--- config.mk ---
export PLATFORM = sky130hd
export DESIGN_NAME = rst_seq_gen_flat
export DESIGN_NICKNAME = d
export VERILOG_FILES = /design/src/rtl/rst_seq_gen_if.sv /design/src/rtl/rst_seq_gen.sv /design/src/flat_wrapper.sv
export SDC_FILE = /design/constraint.sdc
export NUM_CORES = 1
export LEC_CHECK = 0
export CELL_PAD_IN_SITES_DETAIL_PLACEMENT = 0
export CELL_PAD_IN_SITES_GLOBAL_PLACEMENT = 1
export CORE_MARGIN = 3
export CORE_UTILIZATION = 47
export DETAILED_ROUTE_END_ITERATION = 10
export PLACE_DENSITY = 0.87
export SLEW_MARGIN = 25
export SYNTH_ARGS = -nofsm -noshare
export SYNTH_HDL_FRONTEND = slang
export SYNTH_SLANG_ARGS = --single-unit
--- constraint.sdc ---
create_clock -name IO_CLK -period 2.9 [get_ports IO_CLK]
set_clock_uncertainty 0.15 [all_clocks]
set_input_delay 0.58 -clock IO_CLK [delete_from_list [all_inputs] [get_ports IO_CLK]]
set_output_delay 0.58 -clock IO_CLK [all_outputs]
set_load 0.1 [all_outputs]
--- src/rtl/rst_seq_gen_if.sv ---
// Signal bundle between the reset sequencer (slave) and the block driving requests /
// consuming resets (master). sw_rst_req_i exists only when RST_SEQ_SWRST_EN is defined.
interface rst_seq_gen_if #(
    parameter int N_CH = 4
);
    logic            ext_rst_req_i;
    logic [N_CH-1:0] rst_n_o;
    logic            rst_done_o;
    logic [1:0]      rst_cause_o;
`ifdef RST_SEQ_SWRST_EN
    logic            sw_rst_req_i;

    modport master (
        output ext_rst_req_i,
        output sw_rst_req_i,
        input  rst_n_o,
        input  rst_done_o,
        input  rst_cause_o
    );
    modport slave (
        input  ext_rst_req_i,
        input  sw_rst_req_i,
        output rst_n_o,
        output rst_done_o,
        output rst_cause_o
    );
`else
    modport master (
        output ext_rst_req_i,
        input  rst_n_o,
        input  rst_done_o,
        input  rst_cause_o
    );
    modport slave (
        input  ext_rst_req_i,
        output rst_n_o,
        output rst_done_o,
        output rst_cause_o
    );
`endif
endinterface

--- src/rtl/rst_seq_gen.sv ---
// Reset sequencer: stretches reset, then releases N_CH channels in staggered index order.
// Optional synchronous software reset request enabled by defining RST_SEQ_SWRST_EN.
module rst_seq_gen #(
    parameter int N_CH      = 4,
    parameter int STRETCH   = 16,
    parameter int STAGE_GAP = 8,
    parameter int DEB_CYC   = 4
) (
    input  logic         IO_CLK,
    input  logic         IO_RST_N,
    rst_seq_gen_if.slave rst_bus
);
    localparam int MAX_AB = (STRETCH > STAGE_GAP) ? STRETCH : STAGE_GAP;
    localparam int MAX_C  = (MAX_AB > DEB_CYC) ? MAX_AB : DEB_CYC;
    localparam int CNT_W  = $clog2(MAX_C + 1);

    localparam logic [1:0] S_ASSERT  = 2'd0;
    localparam logic [1:0] S_RELEASE = 2'd1;
    localparam logic [1:0] S_RUN     = 2'd2;

    localparam logic [1:0] CAUSE_POR = 2'b00;
    localparam logic [1:0] CAUSE_EXT = 2'b01;
    localparam logic [1:0] CAUSE_SW  = 2'b10;

    generate
        if (N_CH < 1 || STRETCH < 1 || STAGE_GAP < 1 || DEB_CYC < 1) begin : g_bad_param
            $error("rst_seq_gen: all parameters must be >= 1");
        end
    endgenerate

    logic             sync1;
    logic             sync2;
    logic [CNT_W-1:0] deb_cnt;
    logic [CNT_W-1:0] cnt;
    logic [1:0]       state;
    logic [N_CH-1:0]  rst_n_q;
    logic             done_q;
    logic [1:0]       cause_q;
    logic             accepted;
    logic             sw_req;
    logic             trigger;
    logic [N_CH-1:0]  first_mask;
    logic [N_CH-1:0]  next_mask;

    // Releasing a channel shifts in a one at bit 0, so channels only ever rise in index order.
    function automatic logic [N_CH-1:0] release_next(input logic [N_CH-1:0] mask);
        return (mask << 1) | N_CH'(1);
    endfunction

    always_comb begin
        accepted   = sync2 && (deb_cnt == CNT_W'(DEB_CYC));
`ifdef RST_SEQ_SWRST_EN
        sw_req     = rst_bus.sw_rst_req_i;
`else
        sw_req     = 1'b0;
`endif
        trigger    = accepted | sw_req;
        first_mask = release_next('0);
        next_mask  = release_next(rst_n_q);
    end

    always_ff @(posedge IO_CLK or negedge IO_RST_N) begin
        if (!IO_RST_N) begin
            sync1   <= 1'b0;
            sync2   <= 1'b0;
            deb_cnt <= '0;
        end else begin
            sync1 <= rst_bus.ext_rst_req_i;
            sync2 <= sync1;
            if (!sync2) begin
                deb_cnt <= '0;
            end else if (deb_cnt != CNT_W'(DEB_CYC)) begin
                deb_cnt <= deb_cnt + CNT_W'(1);
            end
        end
    end

    always_ff @(posedge IO_CLK or negedge IO_RST_N) begin
        if (!IO_RST_N) begin
            state   <= S_ASSERT;
            cnt     <= '0;
            rst_n_q <= '0;
            done_q  <= 1'b0;
            cause_q <= CAUSE_POR;
        end else if (trigger) begin
            // External request takes priority in the reported cause.
            state   <= S_ASSERT;
            cnt     <= '0;
            rst_n_q <= '0;
            done_q  <= 1'b0;
            cause_q <= accepted ? CAUSE_EXT : CAUSE_SW;
        end else begin
            case (state)
                S_ASSERT: begin
                    if (cnt == CNT_W'(STRETCH - 1)) begin
                        cnt     <= '0;
                        rst_n_q <= first_mask;
                        if (&first_mask) begin
                            state  <= S_RUN;
                            done_q <= 1'b1;
                        end else begin
                            state  <= S_RELEASE;
                        end
                    end else begin
                        cnt <= cnt + CNT_W'(1);
                    end
                end
                S_RELEASE: begin
                    if (cnt == CNT_W'(STAGE_GAP - 1)) begin
                        cnt     <= '0;
                        rst_n_q <= next_mask;
                        if (&next_mask) begin
                            state  <= S_RUN;
                            done_q <= 1'b1;
                        end
                    end else begin
                        cnt <= cnt + CNT_W'(1);
                    end
                end
                S_RUN: begin
                    state <= S_RUN;
                end
                default: begin
                    state   <= S_ASSERT;
                    cnt     <= '0;
                    rst_n_q <= '0;
                    done_q  <= 1'b0;
                end
            endcase
        end
    end

    assign rst_bus.rst_n_o     = rst_n_q;
    assign rst_bus.rst_done_o  = done_q;
    assign rst_bus.rst_cause_o = cause_q;
endmodule

--- src/flat_wrapper.sv ---
// flat-port wrapper written by rule: the top's interface ports become plain ports
module rst_seq_gen_flat 
#(
    parameter int N_CH      = 4,
    parameter int STRETCH   = 16,
    parameter int STAGE_GAP = 8,
    parameter int DEB_CYC   = 4
)
  (IO_CLK, IO_RST_N, rst_bus_ext_rst_req_i, rst_bus_rst_n_o, rst_bus_rst_done_o, rst_bus_rst_cause_o);
  rst_seq_gen_if #(.N_CH(N_CH)) rst_bus_i ();
  input  logic IO_CLK;
  input  logic IO_RST_N;
  input wire logic [$bits(rst_bus_i.ext_rst_req_i)-1:0] rst_bus_ext_rst_req_i;
  output wire logic [$bits(rst_bus_i.rst_n_o)-1:0] rst_bus_rst_n_o;
  output wire logic [$bits(rst_bus_i.rst_done_o)-1:0] rst_bus_rst_done_o;
  output wire logic [$bits(rst_bus_i.rst_cause_o)-1:0] rst_bus_rst_cause_o;
  assign rst_bus_i.ext_rst_req_i = rst_bus_ext_rst_req_i;
  assign rst_bus_rst_n_o = rst_bus_i.rst_n_o;
  assign rst_bus_rst_done_o = rst_bus_i.rst_done_o;
  assign rst_bus_rst_cause_o = rst_bus_i.rst_cause_o;
  rst_seq_gen #(.N_CH(N_CH), .STRETCH(STRETCH), .STAGE_GAP(STAGE_GAP), .DEB_CYC(DEB_CYC)) u_core (.IO_CLK(IO_CLK), .IO_RST_N(IO_RST_N), .rst_bus(rst_bus_i));
endmodule
met3.png
Cells faint in the background.
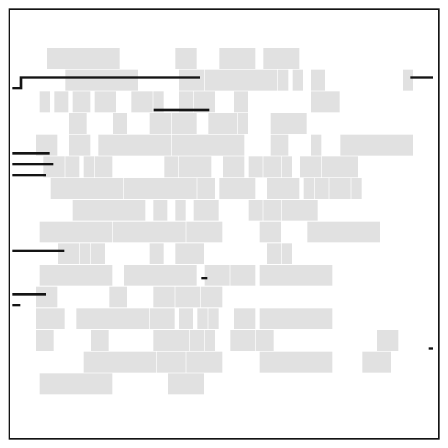
nets with wire on the layer	10
wire length on this layer	57.9 um

wire_density.png
The bar under the picture is 20 um long. The die is cut into 11 by 11 equal tiles; white is low, dark blue is high, scaled to the fullest tile. Values are wire area over tile area, all layers added.
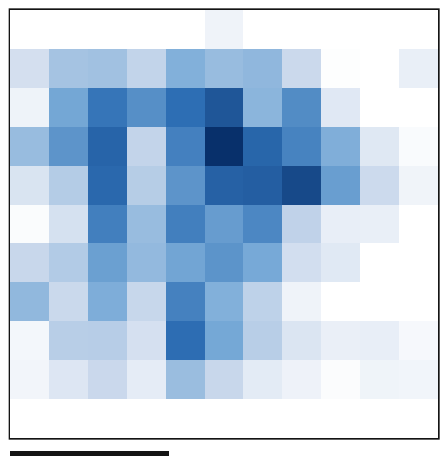
mean over tiles	0.10
nearly empty tiles	26%
tiles over half the peak	24%

clock_map.png
The bar under the picture is 20 um long.
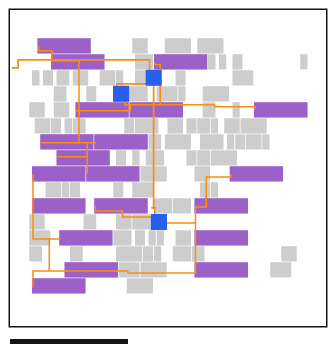
[orange] clock wires | length: 239 um
[blue] cells driving clock nets | count: 3
[purple] flip-flops | count: 20
routed clock nets	4

metal_stack.png
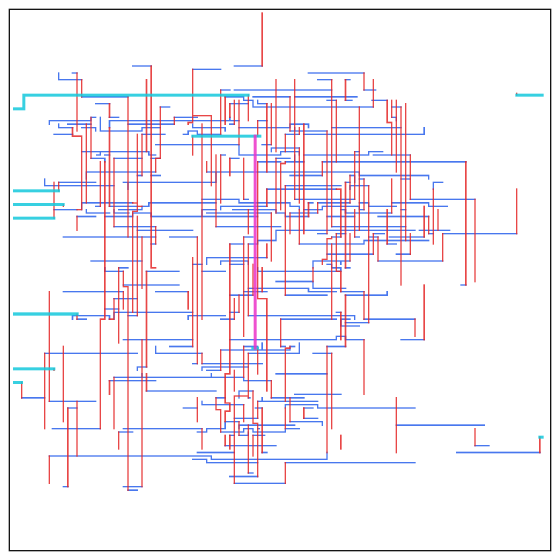
color	layer	wire length
cyan	met3	57.9 um
red	met2	893 um
magenta	met4	21.1 um
blue	met1	956 um

==> results.txt <==
run results: status finished, final reports clean, Power per Cell Area 1070 mW/mm^2, first-pass GRT wire length 3370 um, router iterations before antenna repair 4, XOR/XNOR share of the synthesized area 3.28%, Global Route Usage Sum 16.4%, GPL Wtd Cong 0.745, Area after DPL 0.00114 mm^2, Main logic family simple AND/OR/NAND/NOR gates, ClkCell Share 1.94%, DR iter-0 viols 14, worst slew pin tran 0.641 ns, Largest cell class logic gates, CP bufs+invs 1, Seq area share 43.2%, combined area of the multi-input logic cells 508 um^2, critical hold path startpoint u_core.sync1, Clk power 0.130 mW, worst skew pair latency 0.30 ns, # Cells Yosys 101, yosys synthesis chip area 0.00107 mm^2, Worst Path Arrival 2.25 ns, most numerous logic cell after layout dfrtp_1, num ports 10, Cell Type Count 35, R2R depth 8, RR Endpoint u_core.cnt[3], WL per Instance 14.3 um, TritonCTS clock tree done, clk sink count 20, r2r setup slk 0.73 ns, row count 16, layer with the highest usage met2, top cells by count dfrtp_1, ha_1, nand2_1, unrepaired setup endpoints after global routing false, Log Warnings 30, FILL cells 187, Final period util 74.7%, final cell count without fillers 135, Syn. warnings 0, invs w/o clock 6, htree depth 1, biggest area cells dfrtp_1, ha_1, mux2i_1, nand2_1, o21a_1, CTS Buf Count 3, RR Startpoint u_core.cnt[0], Seq cells 20, Switching Share 47.5%, cell area after synthesis 0.00107 mm^2, die width 53.7 um, gr ovfl total 0, Initial Util 51.8%, Routed WL 1930 um, vias in the first global route 730, Setup crit start kind flop, DR WL met3 57 um, tap cell count 27, Crit path depth 8, synth-to-layout area growth 8.55%, share of layout cells above drive strength 1 13.0%, # diodes 0, Comb pwr share 53.6%, Comb gates 70, Post-synth seq share 46.8%, core area 0.00206 mm^2, simple share 19.4%
Power and IR drop assume default switching activity.
